## config.mk

```make
export PLATFORM = sky130hd
export DESIGN_NAME = mvu_stream_arbiter
export DESIGN_NICKNAME = d
export VERILOG_FILES = /design/src/rtl/mvu_arb_pkg.sv /design/src/rtl/mvu_arb_tag_fifo.sv /design/src/rtl/mvu_stream_arbiter.sv
export SDC_FILE = /design/constraint.sdc
export NUM_CORES = 1
export LEC_CHECK = 0
export ABC_AREA = 1
export CAP_MARGIN = 20
export CORE_ASPECT_RATIO = 1.2
export CORE_MARGIN = 4
export CORE_UTILIZATION = 35
export DETAILED_ROUTE_END_ITERATION = 16
export DONT_BUFFER_PORTS = 1
export PLACE_DENSITY = 0.49
export SYNTH_ARGS = -nofsm -noshare
export SYNTH_HDL_FRONTEND = slang
export SYNTH_SLANG_ARGS = --single-unit
```

## constraint.sdc

```tcl
create_clock -name clk -period 3 [get_ports clk]
set_clock_uncertainty 0.05 [all_clocks]
set_input_delay 0.75 -clock clk [delete_from_list [all_inputs] [get_ports clk]]
set_output_delay 0.75 -clock clk [all_outputs]
set_load 0.01 [all_outputs]
```

## src/rtl/mvu_arb_pkg.sv

```systemverilog
// Shared state encoding, tag type and round-robin pick helper for mvu_stream_arbiter.
// tag_t is sized for up to ARB_MAX_REQ requesters so one package serves every N_REQ.
package mvu_arb_pkg;

    localparam int unsigned ARB_MAX_REQ = 16;
    localparam int unsigned TAG_W       = $clog2(ARB_MAX_REQ);

    typedef enum logic [0:0] {
        IDLE   = 1'b0,
        STREAM = 1'b1
    } state_t;

    typedef logic [TAG_W-1:0] tag_t;

    // First valid index at or after ptr, wrapping modulo n_req.
    function automatic tag_t rr_pick(input logic [ARB_MAX_REQ-1:0] valid,
                                     input tag_t                   ptr,
                                     input int unsigned            n_req);
        tag_t pick;
        tag_t idx;
        logic found;
        pick  = '0;
        found = 1'b0;
        for (int unsigned i = 0; i < ARB_MAX_REQ; i++) begin
            idx = tag_t'((32'(ptr) + i) % n_req);
            if (!found && (i < n_req) && valid[idx]) begin
                pick  = idx;
                found = 1'b1;
            end
        end
        return pick;
    endfunction

endpackage

```

## src/rtl/mvu_arb_tag_fifo.sv

```systemverilog
// Tag FIFO remembering which requester owns each vector in flight through the MVU.
// A full FIFO still accepts a push in a cycle where it also pops.
module mvu_arb_tag_fifo
    import mvu_arb_pkg::*;
#(
    parameter int unsigned DEPTH = 4
) (
    input  logic clk,
    input  logic rst,
    input  logic i_push,
    input  tag_t i_push_tag,
    input  logic i_pop,
    output tag_t o_head,
    output logic o_full,
    output logic o_empty
);

    localparam int unsigned   AW       = (DEPTH > 1) ? $clog2(DEPTH) : 1;
    localparam logic [AW-1:0] PTR_LAST = AW'(DEPTH - 1);
    localparam logic [AW-1:0] PTR_ONE  = AW'(1);
    localparam logic [AW:0]   CNT_FULL = (AW + 1)'(DEPTH);
    localparam logic [AW:0]   CNT_ONE  = (AW + 1)'(1);

    tag_t          r_mem [DEPTH];
    logic [AW-1:0] r_wr_ptr;
    logic [AW-1:0] r_rd_ptr;
    logic [AW:0]   r_count;
    logic          w_push_ok;
    logic          w_pop_ok;

    assign o_empty   = (r_count == '0);
    assign o_full    = (r_count == CNT_FULL);
    assign w_pop_ok  = i_pop && !o_empty;
    assign w_push_ok = i_push && (!o_full || w_pop_ok);
    assign o_head    = r_mem[r_rd_ptr];

    // Pointer and occupancy bookkeeping.
    always_ff @(posedge clk or posedge rst) begin
        if (rst) begin
            r_wr_ptr <= '0;
            r_rd_ptr <= '0;
            r_count  <= '0;
        end else begin
            if (w_push_ok) begin
                r_wr_ptr <= (r_wr_ptr == PTR_LAST) ? '0 : r_wr_ptr + PTR_ONE;
            end
            if (w_pop_ok) begin
                r_rd_ptr <= (r_rd_ptr == PTR_LAST) ? '0 : r_rd_ptr + PTR_ONE;
            end
            case ({w_push_ok, w_pop_ok})
                2'b10:   r_count <= r_count + CNT_ONE;
                2'b01:   r_count <= r_count - CNT_ONE;
                default: r_count <= r_count;
            endcase
        end
    end

    // Tag storage; entries are meaningless until written, so left unreset.
    always_ff @(posedge clk) begin
        if (w_push_ok) begin
            r_mem[r_wr_ptr] <= i_push_tag;
        end
    end

endmodule

```

## src/rtl/mvu_stream_arbiter.sv

```systemverilog
// Round-robin, vector-granular arbiter sharing one MVU stream among N_REQ requesters.
// Optional sticky protocol checker on err: define MVU_ARB_PROTOCOL_CHECK_EN.
module mvu_stream_arbiter
    import mvu_arb_pkg::*;
#(
    parameter int unsigned N_REQ     = 2,
    parameter int unsigned SF        = 1,
    parameter int unsigned NF        = 1,
    parameter int unsigned IN_W      = 8,
    parameter int unsigned OUT_W     = 32,
    parameter int unsigned TAG_DEPTH = 4
) (
    input  logic                  clk,
    input  logic                  rst,
    input  logic [N_REQ*IN_W-1:0] s_axis_input_tdata,
    input  logic [N_REQ-1:0]      s_axis_input_tvalid,
    output logic [N_REQ-1:0]      s_axis_input_tready,
    output logic [IN_W-1:0]       m_axis_mvu_tdata,
    output logic                  m_axis_mvu_tvalid,
    input  logic                  m_axis_mvu_tready,
    input  logic [OUT_W-1:0]      s_axis_mvu_tdata,
    input  logic                  s_axis_mvu_tvalid,
    output logic                  s_axis_mvu_tready,
    output logic [OUT_W-1:0]      m_axis_output_tdata,
    output logic [N_REQ-1:0]      m_axis_output_tvalid,
    input  logic [N_REQ-1:0]      m_axis_output_tready,
    output logic                  err
);

    localparam int unsigned       REQ_W     = $clog2(N_REQ);
    localparam int unsigned       BEAT_W    = (SF > 1) ? $clog2(SF) : 1;
    localparam int unsigned       OUT_CW    = (NF > 1) ? $clog2(NF) : 1;
    localparam logic [REQ_W-1:0]  REQ_LAST  = REQ_W'(N_REQ - 1);
    localparam logic [REQ_W-1:0]  REQ_ONE   = REQ_W'(1);
    localparam logic [BEAT_W-1:0] BEAT_LAST = BEAT_W'(SF - 1);
    localparam logic [BEAT_W-1:0] BEAT_ONE  = BEAT_W'(1);
    localparam logic [OUT_CW-1:0] OUT_LAST  = OUT_CW'(NF - 1);
    localparam logic [OUT_CW-1:0] OUT_ONE   = OUT_CW'(1);

    state_t            r_state;
    logic [REQ_W-1:0]  r_grant_idx;
    logic [REQ_W-1:0]  r_rr_ptr;
    logic [BEAT_W-1:0] r_beat_cnt;
    logic [OUT_CW-1:0] r_out_cnt;

    logic [IN_W-1:0]   w_in_data [N_REQ];
    logic [REQ_W-1:0]  w_pick;
    logic [REQ_W-1:0]  w_head;
    tag_t              w_head_tag;
    logic              w_full;
    logic              w_empty;
    logic              w_in_fire;
    logic              w_out_fire;
    logic              w_push;
    logic              w_pop;

    for (genvar g = 0; g < N_REQ; g++) begin : g_in_data
        assign w_in_data[g] = s_axis_input_tdata[g*IN_W +: IN_W];
    end

    assign w_pick = REQ_W'(rr_pick(ARB_MAX_REQ'(s_axis_input_tvalid), tag_t'(r_rr_ptr), N_REQ));
    assign w_head = REQ_W'(w_head_tag);

    assign m_axis_mvu_tdata    = w_in_data[r_grant_idx];
    assign m_axis_output_tdata = s_axis_mvu_tdata;

    // Connect only the granted requester to the MVU input while streaming.
    always_comb begin
        s_axis_input_tready = '0;
        m_axis_mvu_tvalid   = 1'b0;
        if (r_state == STREAM) begin
            s_axis_input_tready[r_grant_idx] = m_axis_mvu_tready;
            m_axis_mvu_tvalid                = s_axis_input_tvalid[r_grant_idx];
        end else begin
            s_axis_input_tready = '0;
            m_axis_mvu_tvalid   = 1'b0;
        end
    end

    assign w_in_fire = m_axis_mvu_tvalid && m_axis_mvu_tready;
    assign w_push    = (r_state == STREAM) && w_in_fire && (r_beat_cnt == BEAT_LAST);

    // Results go strictly to the head-of-line owner; a stalled owner blocks everyone.
    always_comb begin
        m_axis_output_tvalid = '0;
        s_axis_mvu_tready    = 1'b0;
        if (!w_empty) begin
            m_axis_output_tvalid[w_head] = s_axis_mvu_tvalid;
            s_axis_mvu_tready            = m_axis_output_tready[w_head];
        end else begin
            m_axis_output_tvalid = '0;
            s_axis_mvu_tready    = 1'b0;
        end
    end

    assign w_out_fire = s_axis_mvu_tvalid && s_axis_mvu_tready;
    assign w_pop      = w_out_fire && (r_out_cnt == OUT_LAST);

    // Grant FSM: one requester per whole vector, then advance the round-robin pointer.
    always_ff @(posedge clk or posedge rst) begin
        if (rst) begin
            r_state     <= IDLE;
            r_grant_idx <= '0;
            r_rr_ptr    <= '0;
            r_beat_cnt  <= '0;
        end else begin
            case (r_state)
                IDLE: begin
                    if ((|s_axis_input_tvalid) && !w_full) begin
                        r_grant_idx <= w_pick;
                        r_beat_cnt  <= '0;
                        r_state     <= STREAM;
                    end else begin
                        r_state <= IDLE;
                    end
                end
                STREAM: begin
                    if (w_in_fire && (r_beat_cnt == BEAT_LAST)) begin
                        r_beat_cnt <= '0;
                        r_rr_ptr   <= (r_grant_idx == REQ_LAST) ? '0 : r_grant_idx + REQ_ONE;
                        r_state    <= IDLE;
                    end else if (w_in_fire) begin
                        r_beat_cnt <= r_beat_cnt + BEAT_ONE;
                    end else begin
                        r_beat_cnt <= r_beat_cnt;
                    end
                end
                default: r_state <= IDLE;
            endcase
        end
    end

    // Result beat counter; the head tag retires on its last beat.
    always_ff @(posedge clk or posedge rst) begin
        if (rst) begin
            r_out_cnt <= '0;
        end else if (w_out_fire) begin
            r_out_cnt <= (r_out_cnt == OUT_LAST) ? '0 : r_out_cnt + OUT_ONE;
        end else begin
            r_out_cnt <= r_out_cnt;
        end
    end

    mvu_arb_tag_fifo #(
        .DEPTH (TAG_DEPTH)
    ) u_tag_fifo (
        .clk        (clk),
        .rst        (rst),
        .i_push     (w_push),
        .i_push_tag (tag_t'(r_grant_idx)),
        .i_pop      (w_pop),
        .o_head     (w_head_tag),
        .o_full     (w_full),
        .o_empty    (w_empty)
    );

`ifdef MVU_ARB_PROTOCOL_CHECK_EN
    logic r_err;

    // Sticky flag: result with no owner, or a tag push the FIFO cannot absorb.
    always_ff @(posedge clk or posedge rst) begin
        if (rst) begin
            r_err <= 1'b0;
        end else if ((s_axis_mvu_tvalid && w_empty) || (w_push && w_full && !w_pop)) begin
            r_err <= 1'b1;
        end else begin
            r_err <= r_err;
        end
    end

    assign err = r_err;
`else
    assign err = 1'b0;
`endif

endmodule

```

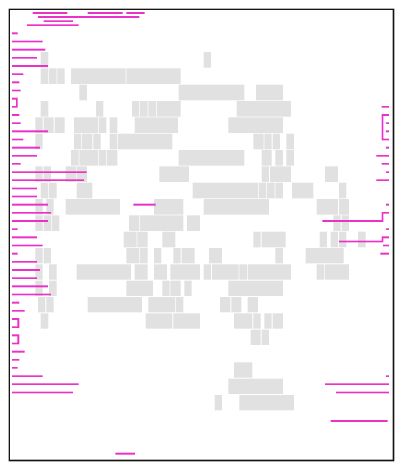
(run_1/met3.png)
(6 px per um)
nets with wire on the layer: 59
wire length on this layer: 281 um
longest straight run: 16.6 um
share of all routed wire: 12%
M3 GR Usage: 3.58%
vias: 838
Routed WL: 2330 um

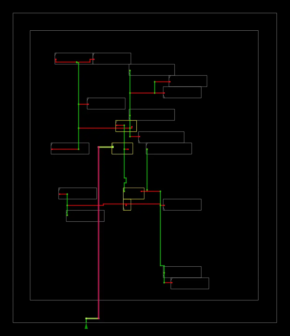
(run_1/final_clocks.png)
sequential cell count: 15
CTS buffer count: 3
clk ins delay skew pair: 240 ps
Clock Sinks: 15

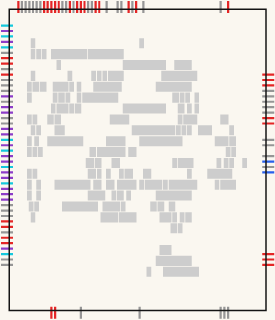
(run_1/pins.png)
(4 px per um) Pins as bars across the die edge, other pins in gray.
[m_axis_output_tdata] red | pins: 32 | direction: output | edge: 15 top, 8 right, 7 left, 2 bottom
[m_axis_output_tvalid] blue | pins: 2 | direction: output | edge: right
[s_axis_input_tdata] purple | pins: 16 | direction: input | edge: left
[m_axis_mvu_tdata] cyan | pins: 8 | direction: output | edge: left
Buffers on Ports: 0
chip width: 63.8 um

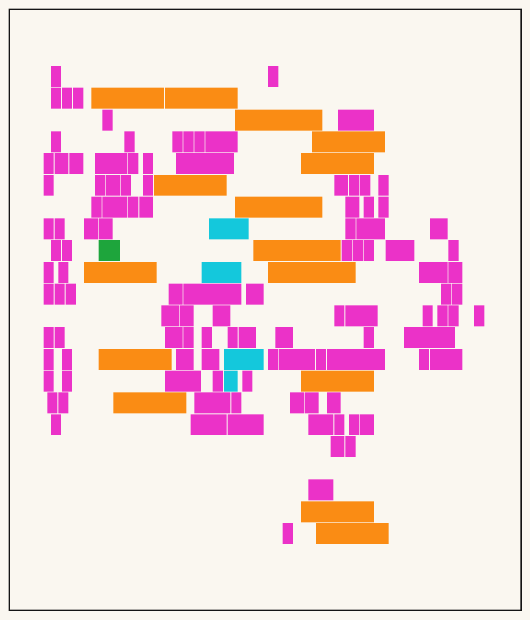
(run_1/cell_classes.png)
(8 px per um)
[flip-flops] orange | cells: 15 | share of their area: 36%
[other buffers and delay cells] green | cells: 1 | share of their area: 0.68%
[clock drivers and dummy loads] cyan | cells: 4 | share of their area: 4.2%
[all other logic] magenta | cells: 114 | share of their area: 59%
core area: 0.00360 mm^2
site row count: 24

==> impl_metrics.yaml, run 1 <==
# implementation run metrics
detailed_routing:
  drt_iter0_markers: 8
  route.detailed.wl_per_inst_um: 13.4
  avgViaCountPerCell: 4.84
  firstDrtPassIters: 5
logic_synthesis:
  synth_flops: 15
  syn_avg_cell_area_um2: 7.97
  yosysWarnings: 0
  synth_area_mm2: 0.00131
  ys_cells: 164
  simple_gate_area_share_pct: 30.0
  ys_sh_xor_pct: 1.34
  syn_nets: 227
  synthAoiAreaFrac_pct: 4.11
  netlist_instances: 164
  yosys_area_mm2: 0.00131
  ys_sh_adder_pct: 7.27
  ys_seq_share_pct: 30.2
  yosysUniqueCellTypes: 26
placed_design:
  dp_slack_ps: 602
  routabilityCongestion: 0.746
  dp_cells: 169
  place_area_mm2: 0.00110
power_and_ir_drop:
  p_switching_uw: 533
  swShare_pct: 47.4
  ir_worst_vdd_mv: 0.367
  top_power_group: "combinational cells"
  p_per_area_mw_per_mm2: 981
  power_frac_comb_pct: 53.1
  pg_seq_uw: 366
  pwr-share-clk_pct: 14.5
  internal_power_uw: 593
  pwr-share-seq_pct: 32.5
  leakagePower_nw: 0.574
  p_total_mw: 1.13
final_layout:
  fin_nets: 198
  drive_gt1_share_pct: 20.1
  final_area_mm2: 0.00115
  final_util_pct: 31.8
  stdcell_count: 173
  diodes: 0
  layout_top_cell: "nand2_1"
  layout_top_cells: "nand2_1 (35), inv_1 (21), dfrtp_1 (11)"
clock_tree:
  cts.clk_slew.worst_paths_ps: 70
  cts_buffer_depth: 2
  post_cts_resized: 0
  cts_tree: "built"
  cts_setup_buffers: 0
  cts_hold_buf: 0
  root_buffer: "clkbuf_8"
  cts-htree-levels: 1
final_timing:
  final.setup.tns_ps: 0
  post-route-worst-setup-slack_ps: 635
  setup_violations: 0
  rsz0062_at_grt: "no"
  fin_crit_ps: 2360
  fmax_mhz: 423
setup_path:
  crit_fanout: 12
  slowest_stage: "dfrtp_1"
  crit_top_cell: "inv_1"
  rr_endpoint: "u_tag_fifo.r_count[1]"
  crit_type: "flip-flop to flip-flop"
  crit_family: "simple AND/OR/NAND/NOR gates"
  critPathRequiredTime_ps: 3110
  start_kind: "flip-flop"
  timing.rr.start: "r_grant_idx"
  endpoint: "u_tag_fifo.r_count[1]"
  rr_worst_depth: 10
  cp.depth: 10
  slowest_delay_ps: 450
  setup.worst_path.start: "r_grant_idx"
  arrival_ps: 2470
  end_kind: "flip-flop"
global_route:
  overflow: 0
  grt_pass1_wl_um: 3920
  grt_max_degree: 13
  grt_pass1_vias: 868
flow_run:
  openroad.warnings: 29
  maxCapViolations: 0
floorplanning:
  fp_util_pct: 36.3
  chip_area_mm2: 0.00478
status:
  run_status: "finished clean"
min_path:
  hp-class: "primary input to async pin"
run 1: metal layers:
metal,GRT usage (%),vias to the layer above,routed length (um)
met4,7.91,0,76
met1,10.6,359,813
met5,0,-,0
li1,-,404,-
met3,3.58,12,281
met2,18.0,63,1150
run 1: registers in the layout, indices dropped and copies added, names as in the netlist:
register and cells:
u_tag_fifo.r_wr_ptr 2, u_tag_fifo.r_count 3, r_beat_cnt 1, r_grant_idx 1, u_tag_fifo.r_mem 4, r_state 1, r_rr_ptr 1, u_tag_fifo.r_rd_ptr 2
run 1: area by class of cell:
type	instances	area [um^2]
fillers	380	2460
multi-input cells	91	563
flip-flops and latches	15	395
inverters	23	86.3
well taps	39	48.8
clock buffers	3	41.3
repair buffers	1	7.51
clock inverters	1	5.00
run 1: synth_stat cells:
master / n / share of area, %
buf_6: 1 / 0.86
buf_4: 33 / 19
nand2_2: 5 / 2.4
nor2_4: 1 / 0.86
ha_1: 6 / 5.7
inv_2: 2 / 0.57
nand3_2: 3 / 2.3
clkbuf_1: 1 / 0.29
a21oi_1: 2 / 0.77
nor3_1: 3 / 1.1
nand3_4: 1 / 1.3
edfxtp_1: 4 / 9.2
nand2_4: 3 / 2.6
nor2_2: 4 / 1.9
o21ai_2: 1 / 0.67
nor2_1: 10 / 2.9
nand2_1: 35 / 10
nand3_1: 4 / 1.5
xnor2_1: 2 / 1.3
fa_1: 1 / 1.5
conb_1: 1 / 0.29
nor2_8: 1 / 1.5
dfrtp_1: 11 / 21
o21ai_0: 7 / 2.7
nand2_8: 1 / 1.5
inv_1: 21 / 6.0
==> run 2: changes to the inputs <==
==> constraint.sdc (replaced) <==
create_clock -name clk -period 2.4 [get_ports clk]
set_clock_uncertainty 0.05 [all_clocks]
set_input_delay 0.6 -clock clk [delete_from_list [all_inputs] [get_ports clk]]
set_output_delay 0.6 -clock clk [all_outputs]
set_load 0.01 [all_outputs]
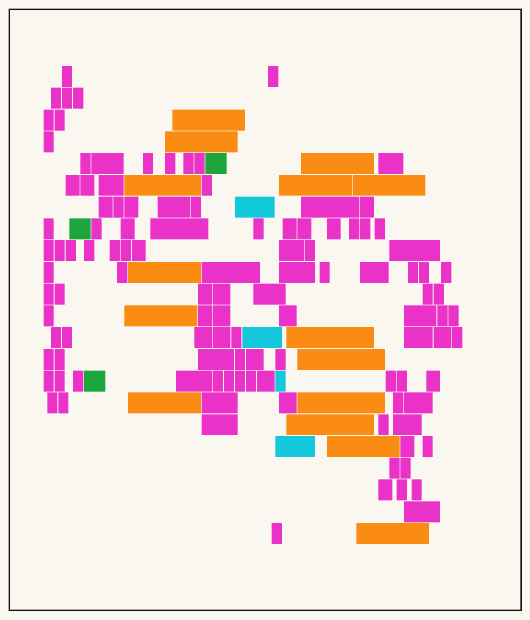
(run_2/cell_classes.png)
(8 px per um)
[other buffers and delay cells] green | cells: 3 | share of their area: 2.0%
[clock drivers and dummy loads] cyan | cells: 4 | share of their area: 4.0%
[all other logic] magenta | cells: 114 | share of their area: 59%
[flip-flops] orange | cells: 15 | share of their area: 35%
fin area: 0.00117 mm^2
Seq/total area: 34.0%

==> run 2 against run 1 <==
Against the previous run:
- non-clock buffer count up 2
- setup slack lost 390 ps
- fmax is 9.5% higher
- register-to-register slack got worse by 390 ps
- sequential share of layout area down 0.48 points
- combinational power increased by 28%
- final cell count rose by 1.2%
- worst hold slack worse by 160 ps
- critical path type unchanged
- highest routed layer unchanged
==> impl_metrics.yaml, run 2 <==
# implementation run metrics
status:
  run_status: "finished clean"
clock_tree:
  cts-htree-levels: 1
  cts-buffers-inserted: 3
  cts_setup_buffers: 0
  cts.clk_slew.worst_paths_ps: 60
  cts_tree: "built"
  post_cts_resized: 0
power_and_ir_drop:
  leakagePower_nw: 0.581
  p_per_area_mw_per_mm2: 1220
  ir_worst_vdd_mv: 0.421
detailed_routing:
  firstDrtPassIters: 4
  avgViaCountPerCell: 4.93
  route.detailed.wl_per_inst_um: 13.0
  routed_wl_um: 2270
  route.vias.total: 863
setup_path:
  end_kind: "flip-flop"
  slowest_stage: "dfrtp_1"
  endpoint: "u_tag_fifo.r_count[2]"
  crit_family: "simple AND/OR/NAND/NOR gates"
  setup.worst_path.start: "u_tag_fifo.r_rd_ptr[0]"
  rr_worst_depth: 14
  arrival_ps: 2240
  slowest_delay_ps: 420
  crit_type: "flip-flop to flip-flop"
  rr_endpoint: "u_tag_fifo.r_count[2]"
  cp.depth: 14
  start_kind: "flip-flop"
  critPathRequiredTime_ps: 2480
  crit_top_cell: "nand2_4"
  crit_fanout: 7
  timing.rr.start: "u_tag_fifo.r_rd_ptr[0]"
logic_synthesis:
  yosysWarnings: 0
  syn_avg_cell_area_um2: 7.97
  ys_seq_share_pct: 30.2
  synth_flops: 15
  synth.top_cells.by_count: "nand2_1 (35), buf_4 (33), inv_1 (21)"
  yosys_area_mm2: 0.00131
  syn_nets: 227
  synth_area_mm2: 0.00131
  ys_cells: 164
  synthArstFlopShare_pct: 73.3
  synth_area_leader_cell: "dfrtp_1"
  edf_count: 4
  area_leaders: "dfrtp_1 (21%), buf_4 (19%), nand2_1 (10%)"
  ff_type: "dfrtp_1"
  yosysUniqueCellTypes: 26
final_layout:
  largest_reg_flops: 4
  mi_logic_area_um2: 568
  largestRegisters: "u_tag_fifo.r_mem x4, u_tag_fifo.r_count x3"
  flop_area_um2: 397
  layout_top_cells: "nand2_1 (35), inv_1 (21), nor2_1 (10), dfrtp_1 (10)"
  drive_gt1_share_pct: 22.1
  top_register: "u_tag_fifo.r_mem"
  stdcell_count: 175
  fin_nets: 200
  diodes: 0
  layout_top_cell: "nand2_1"
  fillCellCount: 375
final_timing:
  setup_violations: 0
  fin_crit_ps: 2160
  fmax_mhz: 463
floorplanning:
  die_x_um: 63.8
  chip_area_mm2: 0.00478
  io_pins: 103
  fp_util_pct: 36.3
global_route:
  grt_max_degree: 12
  grt_pass1_wl_um: 3770
  use_met2_pct: 17.8
  grt_use_met1_pct: 9.27
  grt-busiest-layer: "met2"
  grt_pass1_vias: 922
  grt_util_met3_pct: 4.03
  overflow: 0
placed_design:
  place.port_buffers: 0
  dp_cells: 171
  routabilityCongestion: 0.728
flow_run:
  maxCapViolations: 0
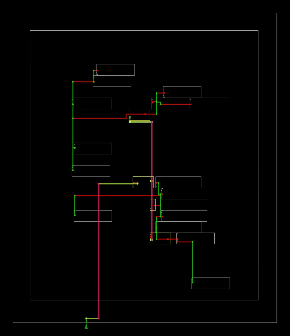
(run_2/final_clocks.png)
clk ins delay skew pair: 250 ps
CLK BUF: 4
clk pwr: 202 uW

==> run 2: cell counts after synthesis <==
No cell type changed its count.
==> run 2: power breakdown <==
part           total (mW)  leakage [nW]  internal [mW]  switching [mW]
Clock               0.202        0.0228          0.117          0.0842
Combinational       0.763         0.388          0.276           0.486
Sequential          0.465         0.170          0.368          0.0974
==> run 2: layer usage <==
| metal | vias to the layer above | wire [um] |
|---|---|---|
| met3 | 15 | 290 |
| met5 | - | 0 |
| li1 | 408 | - |
| met1 | 375 | 814 |
| met2 | 65 | 1070 |
| met4 | 0 | 96 |
==> run 2: layout make-up <==
cell class              count  area share [%]
multi-input cells          91            48.7
repair buffers              3            1.93
flip-flops and latches     15            34.0
well taps                  39            4.18
inverters                  23            7.40
clock buffers               4            3.86
==> run 2: metrics by stage <==
| step | area [um^2] | setup WS [ps] | power, mW | utilization (%) | hold slack (ps) |
|---|---|---|---|---|---|
| final | 1170 | 241 | 1.43 | 32.4 | 190 |
| after global placement | 1120 | 198 | 1.22 | 31.0 | 430 |
| after global routing | 1170 | 17.3 | 1.59 | 32.4 | 234 |
| after floorplan | 1310 | 241 | 1.14 | - | 402 |
| after detailed placement | 1120 | 164 | 1.24 | 31.0 | 446 |
| after CTS | 1160 | 167 | 1.44 | 32.2 | 210 |
==> run 2: cell families after synthesis <==
| group | Yosys count | share of synthesized area (%) |
|---|---|---|
| buffers and inverters | 58 | 26.7 |
| AND/OR/NAND/NOR | 71 | 30.0 |
| flip-flops | 15 | 30.2 |
| XOR/XNOR | 2 | 1.34 |
| other | 1 | 0.287 |
| adder cells (fa/ha/maj) | 7 | 7.27 |
| AND-OR/OR-AND | 10 | 4.11 |
Power and IR drop assume default switching activity.
